`src/rtl/dbus_arbiter.sv`:
```
// dbus_arbiter: shares one dbus between the memory stage (port 0) and a secondary requester (port 1).
// Optional feature: define DBUS_ARB_ROUND_ROBIN_EN for round-robin arbitration of simultaneous requests.
`default_nettype none

package common;
   typedef struct packed {
      logic        valid;
      logic [31:0] addr;
      logic [2:0]  size;
      logic [3:0]  strobe;
      logic [31:0] data;
   } dbus_req_t;

   typedef struct packed {
      logic        addr_ok;
      logic        data_ok;
      logic [31:0] data;
   } dbus_resp_t;
endpackage

module dbus_arbiter
   import common::*;
(
   input  logic       clk,
   input  logic       rst,
   input  dbus_req_t  dreq0,
   output dbus_resp_t dresp0,
   input  dbus_req_t  dreq1,
   output dbus_resp_t dresp1,
   output dbus_req_t  dreq,
   input  dbus_resp_t dresp,
   output logic [1:0] owner
);

   typedef enum logic [1:0] {
      ST_IDLE  = 2'd0,
      ST_OWN0  = 2'd1,
      ST_OWN1  = 2'd2,
      ST_DRAIN = 2'd3
   } state_e;

   state_e    state_q, state_d;
   logic      seen_q, seen_d;
   dbus_req_t lreq_q, lreq_d;
   dbus_req_t own_req;
   logic      pick1;
   logic      grant0, grant1;

`ifdef DBUS_ARB_ROUND_ROBIN_EN
   logic last_grant_q, last_grant_d;

   always_ff @(posedge clk or posedge rst) begin
      if (rst) begin
         last_grant_q <= 1'b1;
      end else begin
         last_grant_q <= last_grant_d;
      end
   end

   // On a tie, the port that did not win last time goes first.
   assign pick1 = ~last_grant_q;
`else
   assign pick1 = 1'b0;
`endif

   assign grant0 = dreq0.valid & ~(dreq1.valid & pick1);
   assign grant1 = dreq1.valid & ~grant0;

   always_ff @(posedge clk or posedge rst) begin
      if (rst) begin
         state_q <= ST_IDLE;
         seen_q  <= 1'b0;
         lreq_q  <= '0;
      end else begin
         state_q <= state_d;
         seen_q  <= seen_d;
         lreq_q  <= lreq_d;
      end
   end

   always_comb begin
      state_d = state_q;
      seen_d  = seen_q;
      lreq_d  = lreq_q;
`ifdef DBUS_ARB_ROUND_ROBIN_EN
      last_grant_d = last_grant_q;
`endif
      dreq    = '0;
      dresp0  = '0;
      dresp1  = '0;
      owner   = 2'b00;
      own_req = (state_q == ST_OWN1) ? dreq1 : dreq0;

      case (state_q)
         ST_IDLE: begin
            seen_d = 1'b0;
            if (grant0 || grant1) begin
               dreq   = grant1 ? dreq1 : dreq0;
               lreq_d = dreq;
               if (grant1) begin
                  dresp1 = dresp;
                  owner  = 2'b10;
               end else begin
                  dresp0 = dresp;
                  owner  = 2'b01;
               end
`ifdef DBUS_ARB_ROUND_ROBIN_EN
               last_grant_d = grant1;
`endif
               if (!dresp.data_ok) begin
                  state_d = grant1 ? ST_OWN1 : ST_OWN0;
                  seen_d  = dresp.addr_ok;
               end
            end
         end
         ST_OWN0, ST_OWN1: begin
            if (own_req.valid) begin
               dreq = own_req;
               if (state_q == ST_OWN1) begin
                  dresp1 = dresp;
                  owner  = 2'b10;
               end else begin
                  dresp0 = dresp;
                  owner  = 2'b01;
               end
               if (dresp.data_ok) begin
                  state_d = ST_IDLE;
                  seen_d  = 1'b0;
               end else if (dresp.addr_ok) begin
                  seen_d = 1'b1;
               end
            end else if (seen_q) begin
               // Orphaned after address acceptance: keep the bus request alive until the data returns.
               dreq       = lreq_q;
               dreq.valid = 1'b1;
               if (dresp.data_ok) begin
                  state_d = ST_IDLE;
                  seen_d  = 1'b0;
               end else begin
                  state_d = ST_DRAIN;
               end
            end else begin
               state_d = ST_IDLE;
               seen_d  = 1'b0;
            end
         end
         ST_DRAIN: begin
            dreq       = lreq_q;
            dreq.valid = 1'b1;
            if (dresp.data_ok) begin
               state_d = ST_IDLE;
               seen_d  = 1'b0;
            end
         end
         default: begin
            state_d = ST_IDLE;
         end
      endcase

      // Reset blanks every output immediately, even while a requester still drives valid.
      if (rst) begin
         dreq   = '0;
         dresp0 = '0;
         dresp1 = '0;
         owner  = 2'b00;
      end
   end

endmodule

`default_nettype wire

```
`config.mk`:
```
export PLATFORM = sky130hd
export DESIGN_NAME = dbus_arbiter
export DESIGN_NICKNAME = d
export VERILOG_FILES = /design/src/rtl/dbus_arbiter.sv
export SDC_FILE = /design/constraint.sdc
export NUM_CORES = 1
export LEC_CHECK = 0
export CORE_MARGIN = 3
export CORE_UTILIZATION = 41
export CTS_BUF_LIST = sky130_fd_sc_hd__clkbuf_4 sky130_fd_sc_hd__clkbuf_8 sky130_fd_sc_hd__clkbuf_16
export DETAILED_ROUTE_END_ITERATION = 10
export PLACE_DENSITY = 0.84
export RECOVER_POWER = 25
export SKIP_LAST_GASP = 1
export SLEW_MARGIN = 20
export SYNTH_ARGS = -nofsm -noshare
export SYNTH_HDL_FRONTEND = slang
export SYNTH_SLANG_ARGS = --single-unit
```
`constraint.sdc`:
```
create_clock -name clk -period 2.72 [get_ports clk]
set_input_delay 0.272 -clock clk [delete_from_list [all_inputs] [get_ports clk]]
set_output_delay 0.272 -clock clk [all_outputs]
set_load 0.01 [all_outputs]
```
run_1/util_map.png
Bar = 50 um. The die is cut into 15 by 15 equal tiles; dark purple is low, yellow is high, 0 to 100% covered.
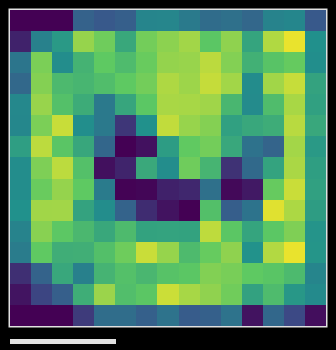
fullest tile: 97%
emptiest ninth of the die: centre
nearly empty tiles: 4.4%
Initial Util: 0.424
post-layout util: 0.655
Core Box Area: 0.0198 sq mm

run_1/ff_map.png
Bar = 50 um. Other sequential cells in the stronger grey, the rest of the logic in the fainter grey.
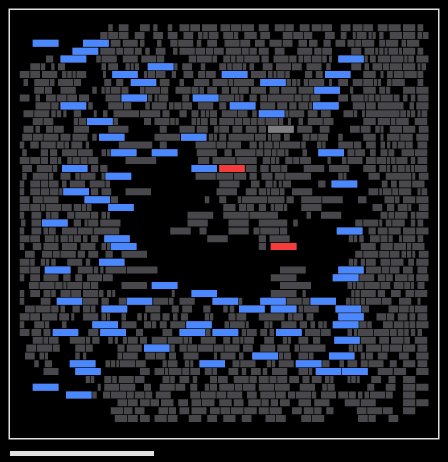
[blue] `lreq_q` | placed flops: 71 | where: widely spread
[red] `state_q` | placed flops: 2
not coloured: 1
P_seq: 2.09 mW
Seq/total area: 0.143
Register Area: 0.00185 sq mm

==> run summary, run 1 <==
flow finished, numbers: Startpoint Class=flop, switching power=4.97 mW, post-CTS sizing=65, crit-path max FO=22, R2R Path Start=state_q[0], Final Setup Violations=3, Synth logic family=AND-OR/OR-AND gates, Hold Vio Cnt, Final=0, DP Cell Count=about 1400, Yosys Chip Area=approximately 0.0084 sq mm, Post-Synth Adder-Cell Area=0.00597, Top cell area share=0.251, Int Power=slightly above 6 mW, Final #Nets=1409, depth of the CTS H-tree=3, IO Port Bufs=between 300 and 400, final WL=approximately 34000 um, CTS sink cnt=about 74, Comb gates=slightly above 700, asr flop ratio synth=1.00, Final WS setup=-0.0372 ns, Peak VDD IR=0.560 mV, Worst-path clk slew=around 0.06 ns, Synth Instances=just over 900, crit end category=output pin, Post-synth top cells=a221oi_2, nand2_1, dfrtp_1, mean routed wirelength per cell=roughly 23 um, drt drc=0, Worst path depth=8, worst hold-check path type=reg -> reg, Synth Register Bits=74, Synth area leaders=a221oi_2, dfrtp_1, mux2i_1, a21o_1, a22oi_1, GR Overflow Total=0, outcome=finished with violations, post-route clock period utilization=1.01, simple share=0.128, Worst Setup SP=state_q[0], Gate power share=0.685, clk tree area frac=0.0264, Yosys warnings=0, end point of the critical path=owner[0], first-pass GRT wire length=approximately 48000 um, Biggest consumer=combinational logic, sequential cell area fraction in the yosys report=0.221, Crit path buffers/inverters=4, fraction of final layout cells sized beyond drive strength 1=0.248, number of global-route vias before repair=roughly 9000, switching part of the total=0.445, Max Slew Vio Count=0, final cell count without fillers=about 1500, Pleak=around 6.7 nW, critical-path cell list=inv_2, buf_4, ha_4, nor3b_4, o21ai_2, buf_6, a21boi_0, clkdlybuf4s50_1, pin count of the biggest net entering global routing=about 91, max-cap check violation count=0, HPWL Detailed=between 20000 and 25000 um, antenna viol nets, final=0, hold_sp=lreq_q[5], Non-clock buffers=between 400 and 500, most frequent cells in the layout=clkdlybuf4s50_1, a221oi_2, nand2_1, dlymetal6s2s_1, dfrtp_1, drt via density=6.29, number of enable flip-flop cells=0, failing checks=negative setup slack, via count=roughly 9400, Hold EP=lreq_q[5], Filler cells=around 1500, clock skew=slightly above 0.008 ns
run_1/clock_nets.png
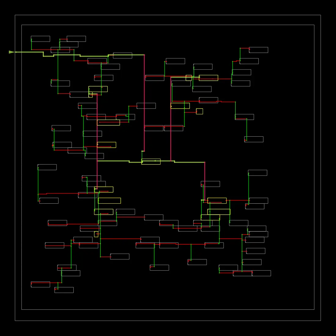
Clock Buffer Count: 9
sequential cells: 74

run_1/route_heat.png
The die is cut into 30 by 30 equal tiles; dark purple is low, yellow is high, scaled to the fullest tile. Values are wire area over tile area, all layers added.
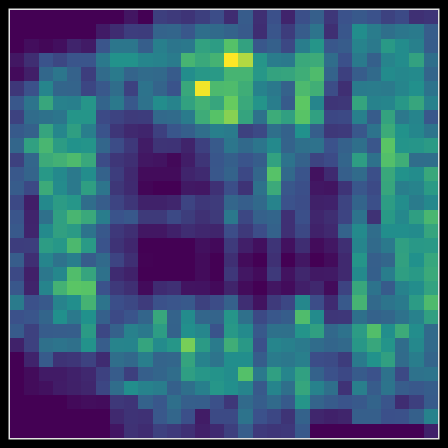
mean over tiles: 0.26
fullest tile: 0.83
nearly empty tiles: 7.3%
tiles over half the peak: 18%

## run 1: flip-flops by register name, indices dropped and copies added, names as in the netlist
name	cells
lreq_q	71
seen_q	1
state_q	2
## run 1: per-stage QoR
stage	power, mW	utilization	hold WS, ns	setup TNS [ns]	setup WS, ns
after detailed placement	9.19	0.604	0.504	-0.0129	-0.0129
after CTS	10.6	0.628	0.304	-11.81	-0.223
after global placement	8.99	0.604	0.491	0	0.0373
after floorplan	6.65	-	0.454	0	0.138
after global routing	11.8	0.655	0.534	-0.915	-0.177
final	11.2	0.655	0.517	-0.0882	-0.0372
## run 1: metal layers
metal	routed length (um)	vias to the layer above	GRT usage
met3	2640	107	0.0453
met4	1340	0	0.111
met2	17100	546	0.458
met1	13200	4549	0.320
li1	-	4214	-
met5	0	-	0
run_1/layers.png
Two of the layers only.
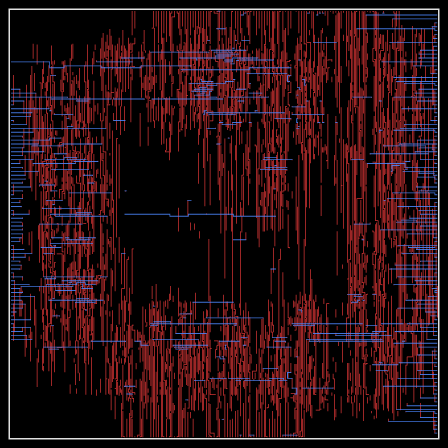

## Run 2: what changed since run 1
RECOVER_POWER = default   (was 25)
REMOVE_ABC_BUFFERS = 1   (was default)
run_2/layers.png
Two of the layers only.
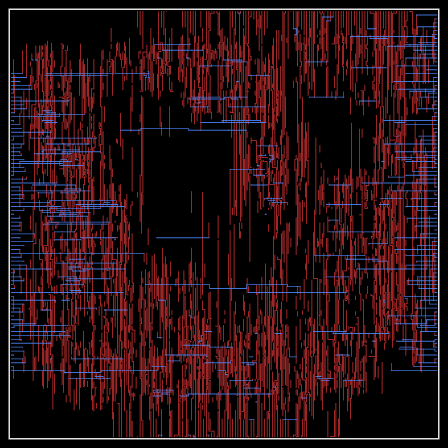
[red] M2 | wire length: 16300 um
[blue] M3 | wire length: 2620 um
mean routed wirelength per cell: 21.9 um
Total GRT Usage: 0.260
via count: 9313
final WL: 32900 um

==> run 2 against run 1 <==
The run still ends with negative setup slack left. Global-route usage is 0.24 points lower. Worst hold slack got worse by 0.0017 ns. Clock skew rose by 0.0012 ns. Core utilization rose by 1.4 points. Sequential power hardly changed. Wire length down 4.1%. Worst setup slack got worse by 0.016 ns. Power fell by 0.35%. Die size did not move. Synthesized cell count did not move. Cell count up 0.53%. Design area is 2.1% higher. Critical path type unchanged. Critical endpoint is now dreq[1]. Largest power group unchanged. Highest routed layer unchanged.
==> run summary, run 2 <==
flow finished, numbers: asr flop ratio synth=1.00, post-layout util=0.669, Comb gates=roughly 710, highest routed layer=met4, Hold Vio Cnt, Final=0, Metal-1 WL=13200 um, drt via density=approximately 6.2, Final Setup Violations=5, Initial Util=0.424, sequential cells=around 74, busiest layer in global routing=met2, CTS sink cnt=74, Core Box Area=~0.020 sq mm, met3 WL=roughly 2600 um, DP Cell Count=approximately 1400, critical-path cell list=inv_2, buf_6, ha_4, and3b_4, buf_6, clkbuf_16, buf_12, buf_8, buf_6, a221oi_4, a221oi_2, buf_2, Clock Buffer Count=12, Final #Nets=1417, max-cap check violation count=0, Total Power=roughly 11 mW, Met2 Wirelength=~16000 um, crit-path max FO=7, Pleak=7.02 nW, Synth Instances=around 900, Hold EP=lreq_q[3], Biggest consumer=combinational logic, Top cell area share=0.251, R2R Path Start=state_q[0], Post-Synth Adder-Cell Area=0.00597, Worst Setup SP=state_q[0], outcome=finished with violations, Gate power share=0.705, biggest regs=lreq_q x71, state_q x2, seen_q x1, Register Area=approximately 0.0019 sq mm, number of global-route vias before repair=approximately 9000, Crit path buffers/inverters=8, hold_sp=lreq_q[3], clock skew=between 0.009 and 0.01 ns, Filler cells=~1500, failing checks=negative setup slack, HPWL Detailed=slightly above 20000 um, number of enable flip-flop cells=0, worst hold-check path type=reg -> reg, depth of the CTS H-tree=3, GR Overflow Total=0, crit end category=output pin, Max Slew Vio Count=0, sequential cell area fraction in the yosys report=0.221, first-pass GRT wire length=approximately 47000 um, Startpoint Class=flop, switching power=between 4 and 5 mW, Post-synth top cells=a221oi_2, nand2_1, dfrtp_1, IO Port Bufs=about 320, pin count of the biggest net entering global routing=slightly below 90, most frequent cells in the layout=clkdlybuf4s50_1, a221oi_2, dlymetal6s2s_1, nand2_1, dfrtp_1, post-CTS sizing=28, GR Util met3=0.0580, Non-clock buffers=428, max FFs per register=just over 70, met1 GRT Util=0.318, Final WS setup=-0.0531 ns, Yosys Chip Area=about 0.0084 sq mm
[run 2: cell types whose count changed in the layout (fill, tap and decap cells not counted), moves of 3 or more]
cell	before	now
buf_4	50	59
bufinv_16	3	0
clkbuf_2	25	5
buf_2	10	6
a221oi_2	140	135
dlymetal6s2s_1	96	119
buf_12	26	29
a221oi_4	0	5
[run 2: worst min-delay path: stages, from the launching register on]
cell,delay (ns)
dfrtp_1,0.36
nand2_1,0.05
o21ai_1,0.06
[run 2: metrics by stage]
| stage | setup TNS, ns | setup slack [ns] |
|---|---|---|
| after floorplan | -1066.65 | -5.90 |
| after global placement | 0 | 0.00534 |
| after detailed placement | -0.00278 | -0.00278 |
| after CTS | -16.33 | -0.273 |
| after global routing | -0.648 | -0.121 |
| final | -0.171 | -0.0531 |
## Run 3: what changed since run 2
CAP_MARGIN = 20   (was default)
run_3/layers.png
Two of the layers only.
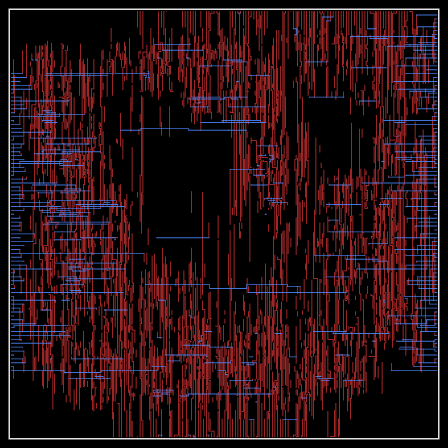
[red] M2 | wire length: 16300 um
[blue] M3 | wire length: 2620 um

==> run 3 against run 2 <==
The run still ends with negative setup slack left. Largest cell class unchanged. Flip-flop count unchanged. Largest power group unchanged. Worst hold slack did not move. Via count did not move. Register-to-register slack hardly changed. Die size unchanged. Sequential power is essentially flat. Clock power about the same. First-iteration DRC count did not move.
==> run summary, run 3 <==
flow finished, numbers: outcome=finished with violations, failing checks=negative setup slack, post-layout util=0.669, Worst Setup SP=state_q[0], Worst-path clk slew=about 0.06 ns, worst hold slack=slightly above 0.5 ns, Hold Vio Cnt, Final=0, Post-synth top cells=a221oi_2, nand2_1, dfrtp_1, crit path kind=reg -> out, HPWL Detailed=20400 um, mean routed wirelength per cell=roughly 22 um, met1 GRT Util=0.318, Startpoint Class=flop, critical-path cell list=inv_2, buf_6, ha_4, and3b_4, buf_6, clkbuf_16, buf_12, buf_8, buf_6, a221oi_4, a221oi_2, buf_2, pin count of the biggest net entering global routing=89, depth of the CTS H-tree=3, Total GRT Usage=0.260, first-pass GRT wire length=47400 um, fraction of final layout cells sized beyond drive strength 1=0.239, number of enable flip-flop cells=0, Final WS setup=-0.0531 ns, Non-clock buffers=428, Core Box Area=a little under 0.02 sq mm, Initial Util=0.424, Clock Buffer Count=12, Slew headroom=0.592, Register Area=0.00185 sq mm, max FFs per register=slightly above 70, deepest clock path buffer count=2, P_seq=2.10 mW, dpl ws=-0.00278 ns, hold_sp=lreq_q[3], Synth Instances=a little over 900, switching part of the total=0.444, Total Power=between 10 and 15 mW, most frequent cells in the layout=clkdlybuf4s50_1, a221oi_2, dlymetal6s2s_1, nand2_1, dfrtp_1, crit-path max FO=7, Synth Register Bits=approximately 74, busiest layer in global routing=met2, final WL=32900 um, Yosys warnings=0, Final Setup Violations=5, post-route clock period utilization=1.02, switching power=between 4 and 5 mW, post-CTS sizing=28, clock skew=approximately 0.0093 ns, Seq/total area=0.140, final cell count without fillers=around 1500, Biggest register=lreq_q, drt via density=6.19, Synth area leaders=a221oi_2, dfrtp_1, mux2i_1, a21o_1, a22oi_1, Filler cells=1513, Top cell area share=0.251, Crit path buffers/inverters=8, Yosys Chip Area=0.00838 sq mm, IO Port Bufs=roughly 320, Max Slew Vio Count=0, GR Overflow Total=0, crit end category=output pin, most frequent logic cell in the layout=clkdlybuf4s50_1, Comb gates=713, M2 GR Usage=0.443, Peak VDD IR=~0.54 mV, P_clk=between 1 and 1.5 mW, sequential cells=~74, clk tree area frac=0.0217, Final #Nets=around 1400, number of global-route vias before repair=9026, met3 WL=2620 um, Gate power share=0.705, GR Util met3=0.0580, biggest regs=lreq_q x71, state_q x2, seen_q x1, asr flop ratio synth=1.00, via count=9313, R2R Path Start=state_q[0], setup_tns=-0.171 ns, drt drc=0, sequential cell area fraction in the yosys report=0.221, Pleak=approximately 7.0 nW, max-cap check violation count=0
==> run 3: final timing paths <==
path	endpoint	slack (ns)	depth (start not counted)
max	dreq[1]	-0.05	12
min	lreq_q[3]	0.52	2
max reg2reg	lreq_q[11]	0.85	8
min reg2reg	lreq_q[3]	0.52	2
max in group asynchronous	lreq_q[55]	1.54	4
min in group asynchronous	lreq_q[18]	0.54	3
==> run 3: cells by family after synthesis <==
| group | synth area share |
|---|---|
| buf+inv | 0.0957 |
| flops | 0.221 |
| simple gates | 0.128 |
| mux | 0.0900 |
| fa+ha+maj | 0.00597 |
| compound gates | 0.460 |
Power and IR drop assume default switching activity.
